<file path="src/rtl/serial_add_ctrl.sv">
// Bit-serial add/subtract: one full-adder cell run LSB-first over WIDTH cycles.
// Ports: clk, reset_n, start/sub/a/b in; busy, done, y, cout, ovf out.
module serial_add_ctrl #(
  parameter int WIDTH = 32
) (
  input  logic             clk,
  input  logic             reset_n,
  input  logic             start,
  input  logic             sub,
  input  logic [WIDTH-1:0] a,
  input  logic [WIDTH-1:0] b,
  output logic             busy,
  output logic             done,
  output logic [WIDTH-1:0] y,
  output logic             cout,
  output logic             ovf
);

  localparam int CW = (WIDTH > 2) ? $clog2(WIDTH) : 1;
  localparam logic [CW-1:0] LAST = CW'(WIDTH - 1);

  typedef enum logic [1:0] {
    IDLE = 2'd0,
    RUN  = 2'd1,
    DONE = 2'd2
  } state_t;

  state_t           state_q, state_d;
  logic [WIDTH-1:0] a_q, a_d;
  logic [WIDTH-1:0] b_q, b_d;
  logic [WIDTH-1:0] y_q, y_d;
  logic [CW-1:0]    cnt_q, cnt_d;
  logic             c_q, c_d;
  logic             cout_q, cout_d;
  logic             ovf_q, ovf_d;

  logic             fa_s;
  logic             fa_co;

  always_ff @(posedge clk or negedge reset_n) begin
    if (!reset_n) begin
      state_q <= IDLE;
      a_q     <= '0;
      b_q     <= '0;
      y_q     <= '0;
      cnt_q   <= '0;
      c_q     <= 1'b0;
      cout_q  <= 1'b0;
      ovf_q   <= 1'b0;
    end else begin
      state_q <= state_d;
      a_q     <= a_d;
      b_q     <= b_d;
      y_q     <= y_d;
      cnt_q   <= cnt_d;
      c_q     <= c_d;
      cout_q  <= cout_d;
      ovf_q   <= ovf_d;
    end
  end

  // Single full-adder cell on the current LSBs
  assign fa_s  = a_q[0] ^ b_q[0] ^ c_q;
  assign fa_co = (a_q[0] & b_q[0]) |
                 (c_q & (a_q[0] ^ b_q[0]));

  always_comb begin
    state_d = state_q;
    a_d     = a_q;
    b_d     = b_q;
    y_d     = y_q;
    cnt_d   = cnt_q;
    c_d     = c_q;
    cout_d  = cout_q;
    ovf_d   = ovf_q;
    unique case (state_q)
      IDLE, DONE: begin
        if (start) begin
          // Subtract as a + ~b + 1: invert b, seed carry with 1
          a_d     = a;
          b_d     = sub ? ~b : b;
          c_d     = sub;
          cnt_d   = '0;
          y_d     = '0;
          state_d = RUN;
        end else if (state_q == DONE) begin
          state_d = IDLE;
        end
      end
      RUN: begin
        y_d = {fa_s, y_q[WIDTH-1:1]};
        a_d = a_q >> 1;
        b_d = b_q >> 1;
        c_d = fa_co;
        if (cnt_q == LAST) begin
          // c_q is the carry into the MSB here
          cout_d  = fa_co;
          ovf_d   = c_q ^ fa_co;
          state_d = DONE;
        end else begin
          cnt_d = cnt_q + 1'b1;
        end
      end
      default: state_d = IDLE;
    endcase
  end

  assign busy = (state_q == RUN);
  assign done = (state_q == DONE);
  assign y    = y_q;
  assign cout = cout_q;
  assign ovf  = ovf_q;

endmodule

</file>
<file path="config.mk">
export PLATFORM = sky130hd
export DESIGN_NAME = serial_add_ctrl
export DESIGN_NICKNAME = d
export VERILOG_FILES = /design/src/rtl/serial_add_ctrl.sv
export SDC_FILE = /design/constraint.sdc
export NUM_CORES = 1
export LEC_CHECK = 0
export ABC_CLOCK_PERIOD_IN_PS = 2700
export CORE_MARGIN = 8
export CORE_UTILIZATION = 55
export CTS_BUF_LIST = sky130_fd_sc_hd__clkbuf_16
export CTS_CLUSTER_DIAMETER = 30
export DETAILED_ROUTE_END_ITERATION = 8
export PLACE_DENSITY_LB_ADDON = 0.08
export SETUP_SLACK_MARGIN = 0.15
export SYNTH_ARGS = -nofsm -noshare
export SYNTH_HDL_FRONTEND = slang
export SYNTH_SLANG_ARGS = --single-unit
</file>
<file path="constraint.sdc">
create_clock -name clk -period 2.7 [get_ports clk]
set_input_delay 0.54 -clock clk [delete_from_list [all_inputs] [get_ports clk]]
set_output_delay 0.54 -clock clk [all_outputs]
set_load 0.03 [all_outputs]
</file>
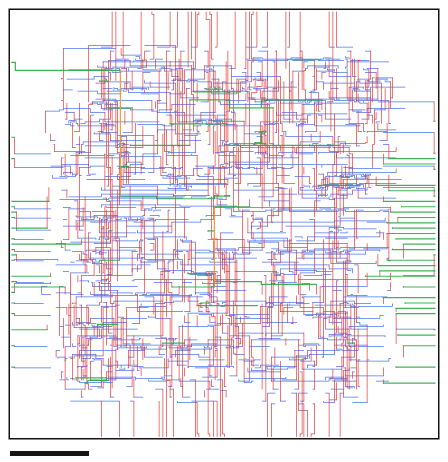
Run 1: wiring by layer
The bar under the picture is 20 um long.
Green shows met3, wire length 712 um. Red shows met2, wire length 4940 um. Blue shows met1, wire length 4750 um. Orange shows met4, wire length 52.4 um.

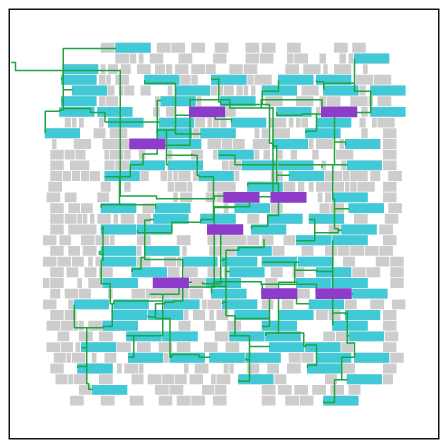
Run 1: clock wires, drivers and flops
Cyan shows flip-flops, count 106. Purple shows cells driving clock nets, count 9. Green shows clock wires, length 1210 um.
There are 10 routed clock nets.

==> results.tsv, run 1 <==
stage	metric	value	unit
outcome	status	completed	
logic_synthesis	Main logic family	AND-OR/OR-AND gates	
cells_and_area	Util after Layout	0.708	
cells_and_area	Top Layout Cells	dfrtp_1, clkdlybuf4s50_1, nand2_1, a22o_1, nor2_1	
logic_synthesis	area reported by Yosys stat	4740	um^2
setup_path	buffer and inverter count on the worst path	1	
cells_and_area	final non-filler cell total	599	
logic_synthesis	XOR/XNOR Area Share	0.0609	
power_and_ir_drop	Worst VDD drop	0.680	mV
floorplan	Die W	109	um
logic_synthesis	top cells by count	dfrtp_1, a22o_1, nand2_1	
placed_design	Placed Area	5750	um^2
logic_synthesis	biggest area cells	dfrtp_1, a22o_1, a221o_1	
cells_and_area	Largest cell class	sequential cells	
worst_hold_path	HP Class	in -> async	
setup_path	Worst R2R End	cnt_q[4]$_DFFE_PN0P_	
placed_design	IO Port Bufs	103	
floorplan	area of the die	11900	um^2
sta	RSZ-0062 raised after global routing	no	
cells_and_area	Layout area overhead	27.6	%
logic_synthesis	top_reg_cell synth	dfrtp_1	
cells_and_area	Top cell excl fill/tap	dfrtp_1	
grt	vias in the first global route	3380	
sta	Slew @ Worst Pin	816	ps
grt	initial antenna violation count	0	
logic_synthesis	Gate Count Post-Synth	398	
logic_synthesis	Async S/R FF share, synth	1.00	
setup_path	critical path peak fanout	6	
cells_and_area	register area	2650	um^2
cells_and_area	inverters	7	
setup_path	critical path depth	2	
grt	GR peak layer	met2	
cells_and_area	Final Instance Area	6050	um^2
clock_tree	Late-Pin Clk Latency	340	ps
grt	met2 Track Usage GR	0.272	
placed_design	Cells after DPL	583	
power_and_ir_drop	Top pwr grp	combinational logic	
clock_tree	PostCTS Resize Cnt	0	
cells_and_area	fraction of area in multi-input gates	0.303	
clock_tree	Sinks on Clock Net	106	
cells_and_area	Clock buf/inv share	0.0498	
logic_synthesis	fa+ha+maj area frac	0.00949	
grt	global-route wire length before repair	17400	um
route	metal3 WL	712	um
logic_synthesis	average cell area after synthesis	11.9	um^2
route	wire length on met2	4940	um
sta	Final Hold Fails	0	
cells_and_area	Antenna diodes	0	
sta	endpoints failing setup	0	
grt	largest net degree at the start of global routing	65	
logic_synthesis	Post-synth EDFFs	0	
floorplan	chip height	109	um
logic_synthesis	Synth Seq Share	0.559	
sta	aggregate negative setup slack	0	ps
setup_path	worst r2r path cells	6	
logic_synthesis	number of cells in Yosys stat	398	
floorplan	# rows	34	
setup_path	critical path required time	2160	ps
power_and_ir_drop	NetSw	0.00262	W
route	Post-route DRC	0	
logic_synthesis	Synth flops	106	
power_and_ir_drop	Sw Ratio	0.375	
setup_path	CP arrival	1610	ps
power_and_ir_drop	combinational cell power	0.00283	W
logic_synthesis	yosys simple share	0.101	
setup_path	worst-path cell chain	nor2b_1, clkdlybuf4s50_1	
setup_path	worst setup path class	reg -> out	
cells_and_area	Signal buffers	112	
sta	max-slew violations	0	
power_and_ir_drop	cell-internal power	0.00436	W
sta	Slew HR	0.456	
power_and_ir_drop	Logic pwr share	0.406	
grt	total global routing overflow	0	
grt	GR met1 Demand/Resource	0.260	
setup_path	CP Launch Type	flip-flop	
setup_path	max incr delay on CP	680	ps
sta	min cycle time layout	2150	ps
setup_path	flop-to-flop setup slack	800	ps
logic_synthesis	Multiplexer share	0.00211	
placed_design	RD Place Congestion	0.738	
logic_synthesis	yosys warns	0	
sta	Tcrit/Tclk final	0.797	
route	Iteration-0 DRC Markers	195	
power_and_ir_drop	clock share of power	0.191	
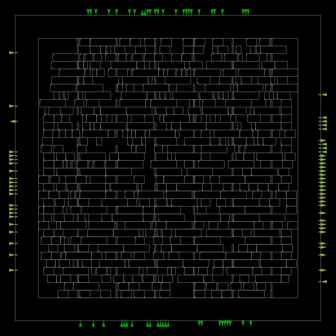
Run 1: placement view
Tapcell Cnt: 108
fillers: 645
Seq/total area: 0.438

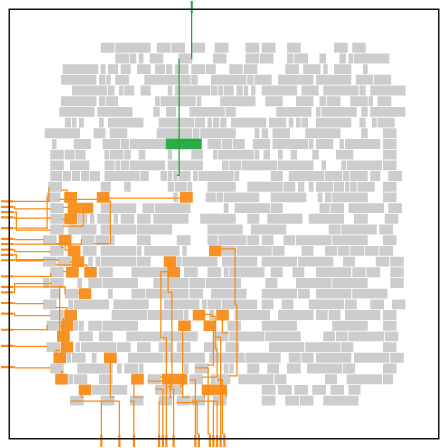
Run 1: nets reached from selected ports
Orange shows b, bits 32, direction input, edge 18 left, 14 bottom, end cells 32, buffers 32, wire 744 um. Green shows cout, bits 1, direction output, edge top, end cells 1, buffers 1, wire 47.6 um.

Run 1, pin placement:
Pins as bars across the die edge, other pins in grey.
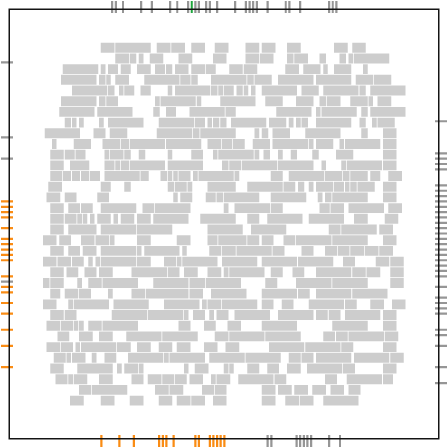

==> run 2, diff against run 1 <==
--- a/config.mk
+++ b/config.mk
@@ -5,9 +5,9 @@
 export SDC_FILE = /design/constraint.sdc
 export NUM_CORES = 1
 export LEC_CHECK = 0
-export ABC_CLOCK_PERIOD_IN_PS = 2700
+export ABC_CLOCK_PERIOD_IN_PS = 1910
 export CORE_MARGIN = 8
-export CORE_UTILIZATION = 55
+export CORE_UTILIZATION = 46
 export CTS_BUF_LIST = sky130_fd_sc_hd__clkbuf_16
 export CTS_CLUSTER_DIAMETER = 30
 export DETAILED_ROUTE_END_ITERATION = 8
==> constraint.sdc (replaced) <==
create_clock -name clk -period 1.91 [get_ports clk]
set_input_delay 0.382 -clock clk [delete_from_list [all_inputs] [get_ports clk]]
set_output_delay 0.382 -clock clk [all_outputs]
set_load 0.03 [all_outputs]
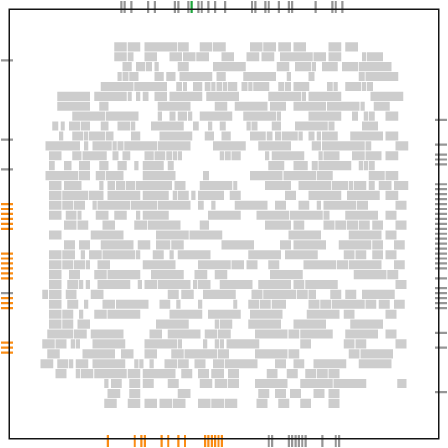
Run 2: pin placement
Pins as bars across the die edge, other pins in grey.
Orange shows b, pins 32, direction input, edge 18 left, 14 bottom. Green shows cout, pins 1, direction output, edge top.
All pins by edge: 32 right, 25 top, 25 bottom, 22 left.

==> run 2 against run 1 <==
  * Worst setup slack worse by 320 ps
  * Critical path depth is 3 higher
  * Largest power group unchanged
  * Global-route usage is 2.5 points lower
  * Routed wire length is 6.2% higher
  * The run now ends with hold timing left
  * Die size is 17% higher
==> results.tsv, run 2 <==
stage	metric	value	unit
outcome	status	complete, but fails checks	
outcome	violated checks	hold timing	
sta	Final Hold Fails	14	
logic_synthesis	Post-synth EDFFs	0	
setup_path	worst-path cell chain	nand2b_4, inv_4, buf_4, nor2_2, a22o_1	
power_and_ir_drop	cell-internal power	0.00613	W
placed_design	Cells after DPL	616	
logic_synthesis	Async S/R FF share, synth	1.00	
sta	min cycle time layout	1680	ps
placed_design	RD Place Congestion	0.723	
logic_synthesis	Multiplexer share	0.00211	
power_and_ir_drop	combinational cell power	0.00420	W
power_and_ir_drop	NetSw	0.00383	W
grt	largest net degree at the start of global routing	65	
sta	hold_ws	-14.0	ps
logic_synthesis	Synth Seq Share	0.559	
logic_synthesis	Synth flops	106	
clock_tree	Late-Pin Clk Latency	350	ps
cells_and_area	fillers	873	
setup_path	critical path required time	2190	ps
floorplan	Die W	118	um
logic_synthesis	biggest area cells	dfrtp_1, a22o_1, a221o_1	
sta	max-slew violations	0	
cells_and_area	register area	2650	um^2
setup_path	CP Launch Type	flip-flop	
floorplan	area of the die	13800	um^2
sta	RSZ-0062 raised after global routing	no	
cells_and_area	Antenna diodes	0	
clock_tree	PostCTS Resize Cnt	37	
route	Post-route DRC	0	
cells_and_area	Largest cell class	sequential cells	
logic_synthesis	Main logic family	AND-OR/OR-AND gates	
grt	GR peak layer	met2	
placed_design	IO Port Bufs	103	
cells_and_area	Layout area overhead	32.5	%
power_and_ir_drop	Logic pwr share	0.422	
sta	aggregate negative setup slack	0	ps
setup_path	flop-to-flop setup slack	230	ps
grt	GR met1 Demand/Resource	0.215	
setup_path	max incr delay on CP	580	ps
route	wire length on met2	5090	um
No activity file was given, so power comes from the tool's default toggle rates.
